Figure 1. Cells by drive strength.
The bar under the picture is 100 um long.
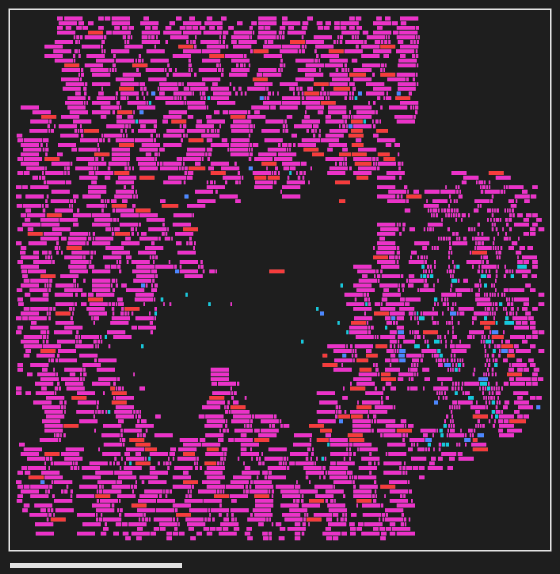
Figure 2. M4 wires.
The bar under the picture is 100 um long. Cells faint in the background.
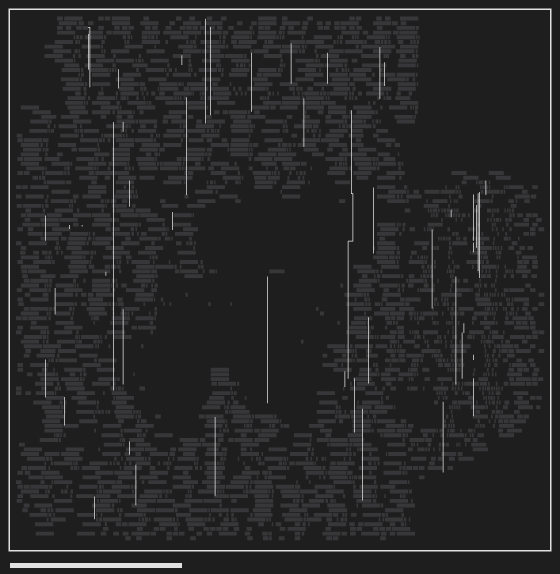
Figure 3. Clock nets.
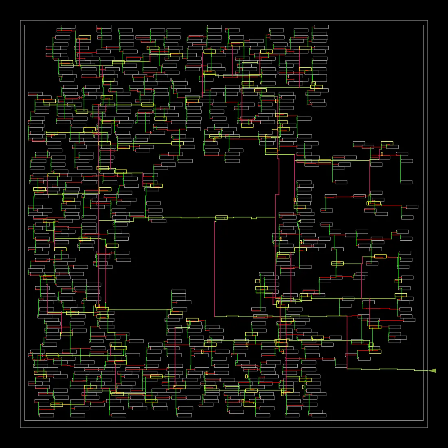
Figure 4. Wiring by layer.
Two of the layers only.
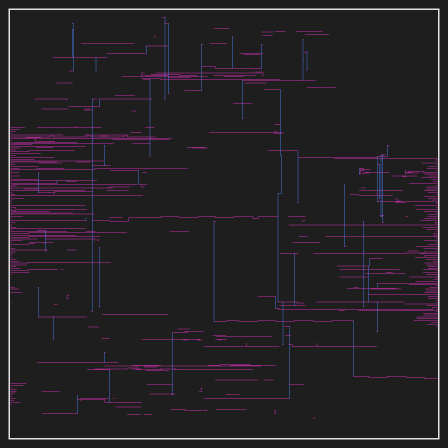
Figure 5. Metal 2.
Cells faint in the background.
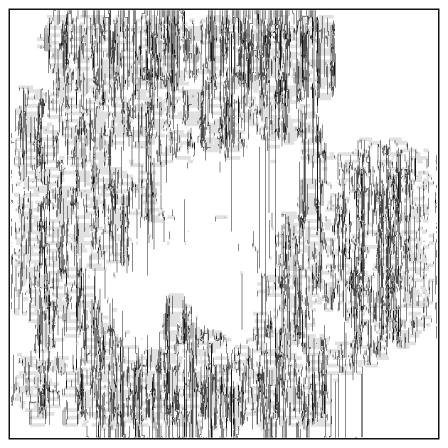
## src/rtl/commit_trace_queue_if.sv

```systemverilog
// Retire-record bus between the writeback stage, the commit trace queue and
// the difftest/trace consumer.
interface commit_trace_queue_if;
  logic        wb_valid;
  logic        wb_ready;
  logic [63:0] wb_pc;
  logic [31:0] wb_inst;
  logic [63:0] wb_dnpc;
  logic        wb_skip;
  logic        wb_ebreak;

  logic        cm_valid;
  logic        cm_ready;
  logic [63:0] cm_pc;
  logic [31:0] cm_inst;
  logic [63:0] cm_dnpc;
  logic        cm_skip;
  logic        cm_is_break;

  // Environment side: WB producer plus trace consumer
  modport master (
    output wb_valid, wb_pc, wb_inst, wb_dnpc, wb_skip, wb_ebreak, cm_ready,
    input  wb_ready, cm_valid, cm_pc, cm_inst, cm_dnpc, cm_skip, cm_is_break
  );

  // Queue side
  modport slave (
    input  wb_valid, wb_pc, wb_inst, wb_dnpc, wb_skip, wb_ebreak, cm_ready,
    output wb_ready, cm_valid, cm_pc, cm_inst, cm_dnpc, cm_skip, cm_is_break
  );
endinterface

```

## src/rtl/commit_trace_queue.sv

```systemverilog
// Retire-record FIFO feeding the difftest/trace consumer; sequences a sticky
// halt once the ebreak record has been delivered.
module commit_trace_queue #(
  parameter int unsigned DEPTH = 4,
  parameter int unsigned PTR_W = 2
) (
  input  logic                 clk,
  input  logic                 rst_n,
  commit_trace_queue_if.slave  bus,
  output logic                 halt,
  output logic [63:0]          commit_cnt,
  output logic [PTR_W:0]       occupancy
);

  typedef enum logic [1:0] {
    RUN   = 2'd0,
    DRAIN = 2'd1,
    HALT  = 2'd2
  } state_t;

  typedef struct packed {
    logic [63:0] pc;
    logic [31:0] inst;
    logic [63:0] dnpc;
    logic        skip;
    logic        ebreak;
  } entry_t;

  entry_t         mem [DEPTH];
  entry_t         head;
  logic [PTR_W:0] wr_ptr;
  logic [PTR_W:0] rd_ptr;
  state_t         state;
  state_t         state_nx;
  logic           full;
  logic           empty;
  logic           push;
  logic           pop;

  assign full  = (wr_ptr[PTR_W] != rd_ptr[PTR_W]) &&
                 (wr_ptr[PTR_W-1:0] == rd_ptr[PTR_W-1:0]);
  assign empty = (wr_ptr == rd_ptr);
  assign head  = mem[rd_ptr[PTR_W-1:0]];

  assign push = bus.wb_valid & bus.wb_ready;
  assign pop  = bus.cm_valid & bus.cm_ready;

  assign bus.cm_valid    = !empty;
  assign bus.cm_pc       = head.pc;
  assign bus.cm_inst     = head.inst;
  assign bus.cm_dnpc     = head.dnpc;
  assign bus.cm_skip     = head.skip;
  assign bus.cm_is_break = head.ebreak;

  assign halt      = (state == HALT);
  assign occupancy = wr_ptr - rd_ptr;

  always_comb begin
    state_nx     = state;
    bus.wb_ready = 1'b0;
    case (state)
      RUN: begin
        // No pass-through: a pop while full never frees the slot this cycle
        bus.wb_ready = !full;
        if (push && bus.wb_ebreak) state_nx = DRAIN;
      end
      DRAIN: begin
        if (pop && head.ebreak) state_nx = HALT;
      end
      HALT: begin
        state_nx = HALT;
      end
      default: begin
        state_nx = RUN;
      end
    endcase
  end

  always_ff @(posedge clk or negedge rst_n) begin
    if (!rst_n) begin
      state      <= RUN;
      wr_ptr     <= '0;
      rd_ptr     <= '0;
      commit_cnt <= '0;
    end else begin
      state <= state_nx;
      if (push) wr_ptr <= wr_ptr + 1'b1;
      if (pop) begin
        rd_ptr     <= rd_ptr + 1'b1;
        commit_cnt <= commit_cnt + 64'd1;
      end
    end
  end

  // Record storage carries no reset; validity is tracked by the pointers
  always_ff @(posedge clk) begin
    if (push) begin
      mem[wr_ptr[PTR_W-1:0]] <= '{
        pc:     bus.wb_pc,
        inst:   bus.wb_inst,
        dnpc:   bus.wb_dnpc,
        skip:   bus.wb_skip,
        ebreak: bus.wb_ebreak
      };
    end
  end

endmodule

```

## src/flat_wrapper.sv

```systemverilog
// flat-port wrapper written by rule: the top's interface ports become plain ports
module commit_trace_queue_flat 
#(
  parameter int unsigned DEPTH = 4,
  parameter int unsigned PTR_W = 2
)
  (clk, rst_n, halt, commit_cnt, occupancy, bus_wb_valid, bus_wb_pc, bus_wb_inst, bus_wb_dnpc, bus_wb_skip, bus_wb_ebreak, bus_cm_ready, bus_wb_ready, bus_cm_valid, bus_cm_pc, bus_cm_inst, bus_cm_dnpc, bus_cm_skip, bus_cm_is_break);
  commit_trace_queue_if bus_i ();
  input  logic clk;
  input  logic rst_n;
  output logic halt;
  output logic [63:0] commit_cnt;
  output logic [PTR_W:0] occupancy;
  input wire logic [$bits(bus_i.wb_valid)-1:0] bus_wb_valid;
  input wire logic [$bits(bus_i.wb_pc)-1:0] bus_wb_pc;
  input wire logic [$bits(bus_i.wb_inst)-1:0] bus_wb_inst;
  input wire logic [$bits(bus_i.wb_dnpc)-1:0] bus_wb_dnpc;
  input wire logic [$bits(bus_i.wb_skip)-1:0] bus_wb_skip;
  input wire logic [$bits(bus_i.wb_ebreak)-1:0] bus_wb_ebreak;
  input wire logic [$bits(bus_i.cm_ready)-1:0] bus_cm_ready;
  output wire logic [$bits(bus_i.wb_ready)-1:0] bus_wb_ready;
  output wire logic [$bits(bus_i.cm_valid)-1:0] bus_cm_valid;
  output wire logic [$bits(bus_i.cm_pc)-1:0] bus_cm_pc;
  output wire logic [$bits(bus_i.cm_inst)-1:0] bus_cm_inst;
  output wire logic [$bits(bus_i.cm_dnpc)-1:0] bus_cm_dnpc;
  output wire logic [$bits(bus_i.cm_skip)-1:0] bus_cm_skip;
  output wire logic [$bits(bus_i.cm_is_break)-1:0] bus_cm_is_break;
  assign bus_i.wb_valid = bus_wb_valid;
  assign bus_i.wb_pc = bus_wb_pc;
  assign bus_i.wb_inst = bus_wb_inst;
  assign bus_i.wb_dnpc = bus_wb_dnpc;
  assign bus_i.wb_skip = bus_wb_skip;
  assign bus_i.wb_ebreak = bus_wb_ebreak;
  assign bus_i.cm_ready = bus_cm_ready;
  assign bus_wb_ready = bus_i.wb_ready;
  assign bus_cm_valid = bus_i.cm_valid;
  assign bus_cm_pc = bus_i.cm_pc;
  assign bus_cm_inst = bus_i.cm_inst;
  assign bus_cm_dnpc = bus_i.cm_dnpc;
  assign bus_cm_skip = bus_i.cm_skip;
  assign bus_cm_is_break = bus_i.cm_is_break;
  commit_trace_queue #(.DEPTH(DEPTH), .PTR_W(PTR_W)) u_core (.clk(clk), .rst_n(rst_n), .bus(bus_i), .halt(halt), .commit_cnt(commit_cnt), .occupancy(occupancy));
endmodule
```

## config.mk

```make
export PLATFORM = sky130hd
export DESIGN_NAME = commit_trace_queue_flat
export DESIGN_NICKNAME = d
export VERILOG_FILES = /design/src/rtl/commit_trace_queue_if.sv /design/src/rtl/commit_trace_queue.sv /design/src/flat_wrapper.sv
export SDC_FILE = /design/constraint.sdc
export NUM_CORES = 1
export LEC_CHECK = 0
export ABC_AREA = 1
export CAP_MARGIN = 10
export CORE_MARGIN = 3
export CORE_UTILIZATION = 30
export CTS_CLUSTER_DIAMETER = 80
export CTS_CLUSTER_SIZE = 10
export DETAILED_ROUTE_END_ITERATION = 12
export GPL_TIMING_DRIVEN = 0
export PLACE_DENSITY_LB_ADDON = 0.25
export SYNTH_ARGS = -nofsm -noshare
export SYNTH_HDL_FRONTEND = slang
export SYNTH_SLANG_ARGS = --single-unit
```

## constraint.sdc

```tcl
create_clock -name clk -period 10.63 [get_ports clk]
set_clock_uncertainty 0.1 [all_clocks]
set_input_delay 1.063 -clock clk [delete_from_list [all_inputs] [get_ports clk]]
set_output_delay 1.063 -clock clk [all_outputs]
set_load 0.005 [all_outputs]
```

==> flow_summary_export.csv <==
group,metric,value,unit
critical_path,path_delay_family,"buffers and inverters",
synthesis,postSynthNetCount,2361,
critical_path,crit_slowest_cell,"clkdlybuf4s50_1",
run_status,status,"finished clean",
power,p_leak,0.01246,uW
synthesis,top_area_cell,"edfxtp_1",
floorplanning,core_area,93610,um2
global_route,overflow,0,
synthesis,synth_cells,2182,
floorplanning,die_w,313.7,um
global_route,grt_antenna_before_repair,21,
critical_path,critPathMaxStageDelay,0.59,ns
final_layout,final_cell_mix,"648 x edfxtp_1, 407 x nor2_1, 396 x clkdlybuf4s50_1",
final_timing,finalHoldViolations,0,
final_timing,tightest_slew,0.8657,ns
critical_path,critPathBufInv,7,
power,power.total,9817,uW
floorplanning,fp_util,30.34,%
critical_path,worst-setup-path-type,"reg -> out",
clock_network,postCtsSetupRepairBufs,0,
critical_path,required,9.47,ns
clock_network,cts-resized-gates,0,
critical_path,arrival,3.82,ns
clock_network,cts_root_buf,"clkbuf_16",
power,power_density,265.6,nW/um2
clock_network,cts_buffer_depth,3,
placed_design,postPlaceCellArea,34580,um2
final_timing,clock.fmax,0.2008,GHz
final_timing,rsz0062_at_grt,"false",
floorplanning,rows,112,
critical_path,critPathMaxFanout,10,
clock_network,htreeDepth,3,
critical_path,cp-start-kind,"register",
floorplanning,die_area,98400,um2
synthesis,ys_area,28400,um2
final_timing,slew_viol_final,0,
global_route,grt_pass1_vias,19710,
clock_network,clk_pin_slew,0.05,ns
-- Figure 1 (at the start) --
[blue] drive 3 to 4 | cells: 29 | share: 1.1% | most used: buf_4
[red] drive 6 and up | cells: 126 | share: 4.6% | most used: clkbuf_16
[cyan] drive 2 | cells: 65 | share: 2.4% | most used: buf_2
[magenta] drive 1 or less | cells: 2500 | share: 92% | most used: edfxtp_1
count of plain and timing-repair buffers: 535
design area: 36960 um2
Syn-to-layout area delta: 30.13%
post-route setup slack: 5.650 ns

-- Figure 2 (at the start) --
longest straight run: 156 um
main direction: vertical
wire length on this layer: 1550 um
share of all routed wire: 1.8%
final WL: 87.74 mm
Vias: 19380

-- Figure 3 (at the start) --
power in the clock group: 2570 uW
clock buffer count: 105

-- Figure 4 (at the start) --
[blue] met4 | wire length: 1550 um
[magenta] met3 | wire length: 7250 um
Total Routing Usage GR: 17.45%
Avg WL per Cell: 22.02 um

-- Figure 5 (at the start) --
main direction: vertical
nets with wire on the layer: 2427
longest straight run: 146 um
share of all routed wire: 49%
met2 Use GR: 28.79%

-- kinds of logic (layout without fill, tap and decap cells) --
logic type                 after synthesis  after routing  synth area share (%)
AOI/OAI and AO/OA                      490            490                 9.362
DFF                                    720            720                 74.86
buffers and inverters                  190            728                 2.859
xor gates and xnor gates                49             49                 1.564
other                                    0             10                     0
adders and majority gates               13             13                0.5992
and+or+nand+nor                        720            720                 10.75
-- report_power, final --
group	switching [uW]	total (uW)	internal, uW
combinational	2160	3650	1490
sequential	95.5	3600	3500
clock	1080	2570	1490
total	3340	9820	6480
-- through the flow --
| stage | std cells | TNS (ns) | util [%] |
|---|---|---|---|
| after floorplan | 2182 | 0 | - |
| after global placement | 3833 | -3867.32 | 36.26 |
| after detailed placement | 3861 | 0 | 36.94 |
| after CTS | 3974 | 0 | 39.45 |
| after global routing | 3978 | 0 | 39.46 |
| final | 3984 | 0 | 39.48 |
-- flip-flops by register name (all words and copies together) (netlist names) --
register,cells
u_core.commit_cnt,64
u_core.state,2
u_core.wr_ptr,3
u_core.rd_ptr,3
u_core.mem,648
-- cells in the mapped netlist (2+ instances only) --
master and n:
nor3b_1 2, nand4_1 12, nor2_4 5, clkbuf_1 69, o21ai_1 2, xnor2_1 21, xor2_1 26, nand3_1 47
nand3b_1 4, edfxtp_1 648, inv_1 75, buf_2 24, dfrtp_1 72, o21ai_0 324, nor3_2 4, nand3_2 3
ha_1 12, inv_2 3, nand2_1 184, nor2_2 14, xnor2_2 2, buf_4 14, o22ai_1 161, buf_6 2
nand2_4 2, nor3_1 12, nand2_2 13, nor2_1 411, nor2_8 2
-- path summary, 6_finish.rpt --
check	startpoint	end	depth (start not counted)
max	u_core.rd_ptr[1]	bus_wb_ready	10
min	rst_n	u_core.commit_cnt[10]	1
max reg2reg	u_core.rd_ptr[1]	u_core.mem[1][146]	14
max in group asynchronous	rst_n	u_core.commit_cnt[48]	2
min in group clk	u_core.wr_ptr[2]	u_core.wr_ptr[2]	1
min reg2reg	u_core.wr_ptr[2]	u_core.wr_ptr[2]	1
-- layout make-up --
| class | instances | area, um2 |
|---|---|---|
| Sequential cell | 720 | 21260 |
| Buffer | 110 | 510.5 |
| Fill cell | 8820 | 56650 |
| Clock inverter | 8 | 81.33 |
| Clock buffer | 105 | 2276 |
| Antenna cell | 10 | 25.02 |
| Multi-Input combinational cell | 1272 | 6357 |
| Inverter | 80 | 301.5 |
| Tap cell | 1254 | 1569 |
| Timing Repair Buffer | 425 | 4577 |
-- metal layers --
metal	up-vias	part of all wire, %	global-route usage [%]
met4	20	1.8	4.973
li1	8913	-	-
met1	9721	41	22.02
met2	601	49	28.79
met5	-	0.15	0
met3	124	8.3	5.590
Power figures rest on the tool's default switching activity, not on a simulated workload.
